**config.mk**
```make
export PLATFORM = sky130hd
export DESIGN_NAME = hazard_ctrl
export DESIGN_NICKNAME = d
export VERILOG_FILES = /design/src/rtl/hazard_ctrl.sv
export SDC_FILE = /design/constraint.sdc
export NUM_CORES = 1
export LEC_CHECK = 0
export CAP_MARGIN = 30
export CORE_MARGIN = 2
export CORE_UTILIZATION = 40
export DETAILED_ROUTE_END_ITERATION = 10
export PLACE_DENSITY = 0.76
export SLEW_MARGIN = 20
export SYNTH_ARGS = -nofsm -noshare
export SYNTH_HDL_FRONTEND = slang
export SYNTH_SLANG_ARGS = --single-unit
```
**constraint.sdc**
```tcl
create_clock -name clk -period 4.4 [get_ports clk]
set_input_delay 1.32 -clock clk [delete_from_list [all_inputs] [get_ports clk]]
set_output_delay 1.32 -clock clk [all_outputs]
set_load 0.05 [all_outputs]
```
**src/rtl/hazard_ctrl.sv**
```systemverilog
// rtl/hazard_ctrl.sv - pipeline hazard controller: register scoreboard, RAW stall, branch flush, HALT drain
module hazard_ctrl (
    input  logic        clk,
    input  logic        rst_n,
    input  logic        id_valid,
    input  logic [2:0]  id_rs,
    input  logic [2:0]  id_rt,
    input  logic        id_use_rs,
    input  logic        id_use_rt,
    input  logic        id_wr_en,
    input  logic [2:0]  id_wr_reg,
    input  logic        id_halt,
    input  logic        br_taken,
    input  logic        mem_stall,
    output logic        pc_we,
    output logic        ifid_we,
    output logic        ifid_flush,
    output logic        idex_bubble,
    output logic        exmem_we,
    output logic        memwb_we,
    output logic        halted,
    output logic [15:0] stall_count
);

    typedef enum logic [1:0] {
        RUN    = 2'd0,
        DRAIN  = 2'd1,
        HALTED = 2'd2
    } ctrlState;

    ctrlState   state;
    logic [1:0] busy [8];
    logic [1:0] drainCnt;

    logic freeze;
    logic running;
    logic rsHazard;
    logic rtHazard;
    logic raw;
    logic flush;
    logic issue;

    assign freeze   = mem_stall;
    assign running  = (state == RUN);
    // A counter of 1 means the writer is in WB; the register file bypasses that case.
    assign rsHazard = id_use_rs && (busy[id_rs] >= 2'd2);
    assign rtHazard = id_use_rt && (busy[id_rt] >= 2'd2);
    assign raw      = id_valid && (rsHazard || rtHazard);
    assign flush    = br_taken && !freeze && running;
    assign issue    = id_valid && !raw && !flush && !freeze && running;
    assign halted   = (state == HALTED);

    always_comb begin
        pc_we       = 1'b0;
        ifid_we     = 1'b0;
        ifid_flush  = 1'b0;
        idex_bubble = 1'b0;
        exmem_we    = 1'b0;
        memwb_we    = 1'b0;
        if (!freeze) begin
            exmem_we = 1'b1;
            memwb_we = 1'b1;
            if (!running) begin
                idex_bubble = 1'b1;
            end else if (flush) begin
                pc_we       = 1'b1;
                ifid_we     = 1'b1;
                ifid_flush  = 1'b1;
                idex_bubble = 1'b1;
            end else if (raw) begin
                idex_bubble = 1'b1;
            end else begin
                pc_we   = 1'b1;
                ifid_we = 1'b1;
            end
        end
    end

    always_ff @(posedge clk) begin
        if (!rst_n) begin
            for (int i = 0; i < 8; i++) begin
                busy[i] <= 2'd0;
            end
            drainCnt    <= 2'd0;
            state       <= RUN;
            stall_count <= 16'd0;
        end else if (!freeze) begin
            for (int i = 0; i < 8; i++) begin
                if (busy[i] != 2'd0) begin
                    busy[i] <= busy[i] - 2'd1;
                end
            end
            // Later assignment wins, so a fresh writer overrides the decrement.
            if (issue && id_wr_en) begin
                busy[id_wr_reg] <= 2'd3;
            end
            if (running && raw && !flush && (stall_count != 16'hFFFF)) begin
                stall_count <= stall_count + 16'd1;
            end
            case (state)
                RUN: begin
                    if (issue && id_halt) begin
                        state    <= DRAIN;
                        drainCnt <= 2'd3;
                    end
                end
                DRAIN: begin
                    drainCnt <= drainCnt - 2'd1;
                    if (drainCnt == 2'd1) begin
                        state <= HALTED;
                    end
                end
                HALTED: state <= HALTED;
                default: state <= RUN;
            endcase
        end
    end

endmodule

```
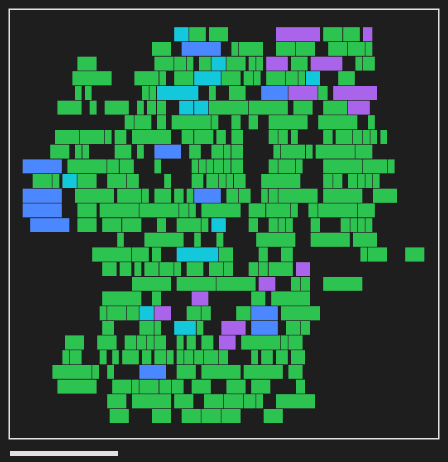
Fig. 1. Drive-strength map.
Scale bar: 20 µm.
Key: green = x1 and smaller [cells 278, share 89%]; cyan = x3 and x4 [cells 12, share 3.8%]; blue = x6 and larger [cells 11, share 3.5%]; purple = x2 [cells 13, share 4.1%]
Final Instance Area: 2870 µm²
Non-clk bufs: 46
Setup WS post-layout: 0.0747 ns

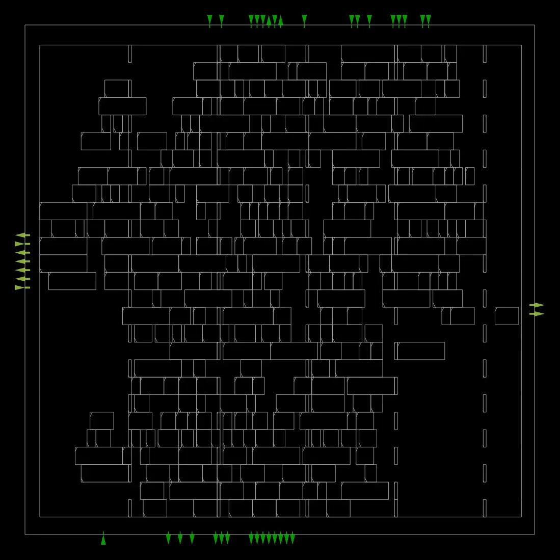
Fig. 2. Cell outlines without signal wires.
Flops: 36
final core occ: 0.520
fillcell total: 510
tap cell count: 72
flop share of the area: 0.252

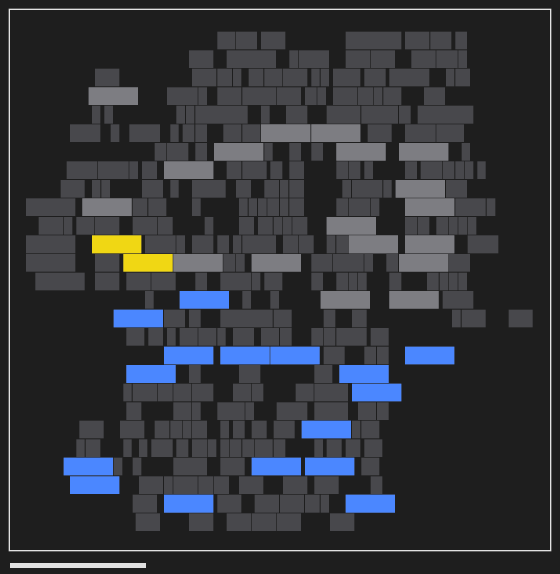
Fig. 3. Sequential cells colored by netlist name.
Scale bar: 20 µm. Other sequential cells in the stronger gray, the rest of the logic in the fainter gray.
Key: blue = stall_count [sequential cells 16]; yellow = drainCnt [sequential cells 2]
Another 18 sequential cells are not colored.
P_seq: 378 µW
Register Area: 721 µm²

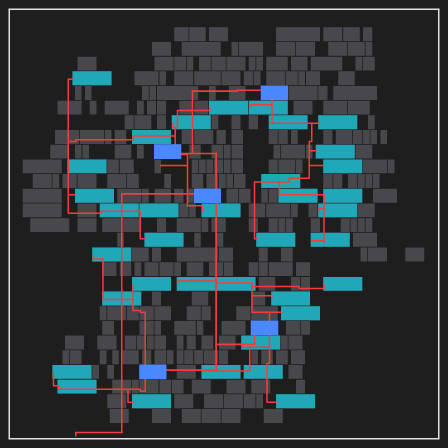
Fig. 4. Clock distribution.
Key: red = clock wires [length 500 µm]; cyan = flip-flops [count 36]; blue = clock-net drivers [count 5]
There are 6 routed clock nets.
clock group power: 247 µW
Insertion Delay late pin: 0.29 ns
Clk pwr share: 0.295

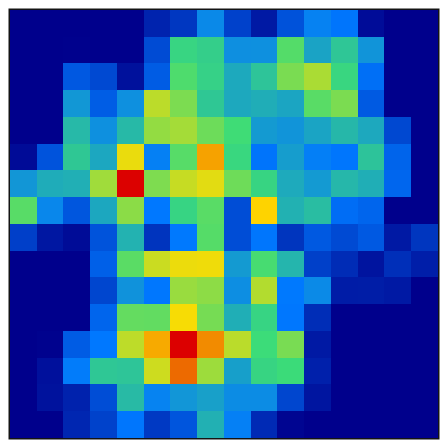
Fig. 5. Signal metal coverage by tile.
The die is cut into 16 by 16 equal tiles; dark blue is low, red is high, scaled to the fullest tile. Values are wire area over tile area, all layers added.
The emptiest ninth of the die: south-east. 26% of the tiles are nearly empty. The fullest tile reaches 0.49. 18% of the tiles are over half the peak. The mean over all tiles is 0.13.
post-DR wirelength/cell: 13.2 µm
gr usage total: 0.173

==> flow_metrics.py <==
# Metrics from the implementation run
metrics = {
    "status": {
        "status": "finished clean",
    },
    "logic_synthesis": {
        "yosysMostFrequentCell": "dfxtp_1",
        "numSynthFlops": 36,
        "syn_nets": 307,
        "topCellsByArea": "dfxtp_1, ha_1, o21ai_0",
        "syn_avg_cell_area_um2": 8.24,
        "netlist.area_leader.share": 0.318,
        "top_cells_by_count": "dfxtp_1, nand2_1, inv_1",
        "synth_cell_types": 48,
    },
    "critical_path": {
        "timing.rr.end": "state[1]$_SDFFE_PN0P_",
        "cp-end-kind": "output port",
        "crit_fanout": 3,
        "cp.buffers_inverters": 2,
        "rrSetupSlack_ns": 1.98,
        "max_stage_delay_ns": 0.50,
    },
    "detailed_routing": {
        "ant_nets": 0,
        "firstDrtPassIters": 4,
        "drtIter0Drc": 132,
        "drc": 0,
    },
    "power_and_ir_drop": {
        "powerDensity_nw_per_um2": 293,
        "peakVddDrop_v": 0.000188,
        "swShare": 0.307,
        "p_sw_uw": 258,
    },
    "sta": {
        "hold_viol_final": 0,
        "slew_headroom": 0.391,
        "fmaxAchievable_ghz": 0.231,
        "drv_slew": 0,
    },
    "clocking": {
        "clk_path_buf_depth": 2,
        "clkSinkCount": 36,
        "cts_buffers": 5,
        "hold_buffers": 0,
    },
    "global_route": {
        "grt_max_degree": 40,
        "first_global_vias": 1907,
    },
    "job": {
        "drv_cap": 0,
    },
    "min_path": {
        "hold_path_startpoint": "stall_count[13]$_SDFFE_PN0P_",
    },
    "placed_design": {
        "dp_hpwl_um": 3760,
        "gp_congestion": 0.878,
    },
    "layout": {
        "drive_gt1_frac": 0.115,
        "nets": 345,
    },
    "die": {
        "coreArea_um2": 5510,
        "num_rows": 27,
    },
}
==> stage by stage <==
step | instance area, µm² | cells | hold WS [ns] | setup TNS, ns | setup WS [ns]
floorplan | 2280 | 275 | 0.455 | 0 | 0.0345
global placement | 2750 | 376 | 0.465 | -0.329 | -0.134
detailed placement | 2750 | 376 | 0.475 | -0.391 | -0.152
CTS | 2850 | 385 | 0.484 | 0 | 0.0915
global route | 2870 | 386 | 0.511 | -0.00475 | -0.00475
finish | 2870 | 386 | 0.483 | 0 | 0.0747
==> layout make-up <==
class / count / area, µm² / share of cell area
multi-input cells: 195 / 1360 / 0.476
flip-flops and latches: 36 / 721 / 0.252
repair buffers: 46 / 489 / 0.171
inverters: 29 / 109 / 0.0380
well taps: 72 / 90.1 / 0.0314
clock buffers: 7 / 86.3 / 0.0301
clock inverters: 1 / 7.51 / 0.00262
==> metal layers <==
layer | GRT usage | routed length (µm) | up-vias
met2 | 0.282 | 2480 | 30
met4 | 0.0897 | 131 | 0
li1 | - | - | 1050
met5 | 0 | 0 | -
met3 | 0.0409 | 177 | 12
met1 | 0.212 | 2320 | 964
==> worst reg2reg max path, stage by stage, from the launching register on <==
cell       delay (ns)
dfxtp_1          0.37
mux4_2           0.50
a2bb2oi_2        0.15
a32oi_2          0.26
buf_4            0.17
buf_4            0.09
buf_4            0.31
a41oi_1          0.29
mux2i_1          0.17
==> state kept, by name, indices dropped and copies added, names as in the netlist <==
register,count
drainCnt,2
busy,16
state,2
stall_count,16
==> worst max path at each step <==
stage                     startpoint           to  slack (ns)  cells past startpoint
after global placement      id_rs[2]  idex_bubble       -0.13                      7
after floorplan             id_rt[2]        pc_we        0.03                      7
final                       id_rt[1]  idex_bubble        0.07                      7
after detailed placement    id_rs[2]  idex_bubble       -0.15                      7
after CTS                   id_rs[1]  idex_bubble        0.09                      7
after global routing        id_rt[2]  idex_bubble      -0.005                      7
==> power by group through the flow <==
stage	Combinational (mW)	Sequential [mW]	Clock, mW
2_1_floorplan	0.153	0.377	0
3_3_place_gp	0.202	0.383	0
3_5_place_dp	0.210	0.385	0
4_1_cts	0.212	0.377	0.255
5_1_grt	0.243	0.382	0.266
6_report	0.214	0.378	0.247
==> layout by cell type (no fill, tap or decap), drive strengths merged, types with 2 or more instances in the layout <==
master         Yosys  layout
o31ai              9       9
nor2b              2       2
mux2               2       2
o211a              2       2
nand2             30      30
inv               29      29
nand4             11      11
nand2b             9       9
buf                8      12
a31oi              2       2
a21oi             11      11
o21ai             26      26
clkbuf             7       8
or4                9       9
clkdlybuf4s50      0      31
and2               2       2
o31a               3       3
dfxtp             36      36
nor3               3       3
or3b               2       2
and3               2       2
mux4               2       2
nor4               6       6
xnor2              8       8
mux2i              8       8
nor2              16      16
a311o              2       2
ha                14      14
nand3              4       4
==> kinds of logic after synthesis <==
family	Yosys count	synth area share
fa+ha+maj	14	0.0773
compound gates	61	0.182
buf+inv	44	0.0894
mux	12	0.0651
flops	36	0.318
xor+xnor	8	0.0309
simple gates	100	0.238
==> repair_timing <==
| item | in CTS | in global routing |
|---|---|---|
| buffers inserted | 1 | 1 |
| pin swaps | 1 | 1 |
| resized | 2 | 4 |
| setup endpoints to repair | 3 | 1 |
Power figures rest on the tool's default switching activity, not on a simulated workload.
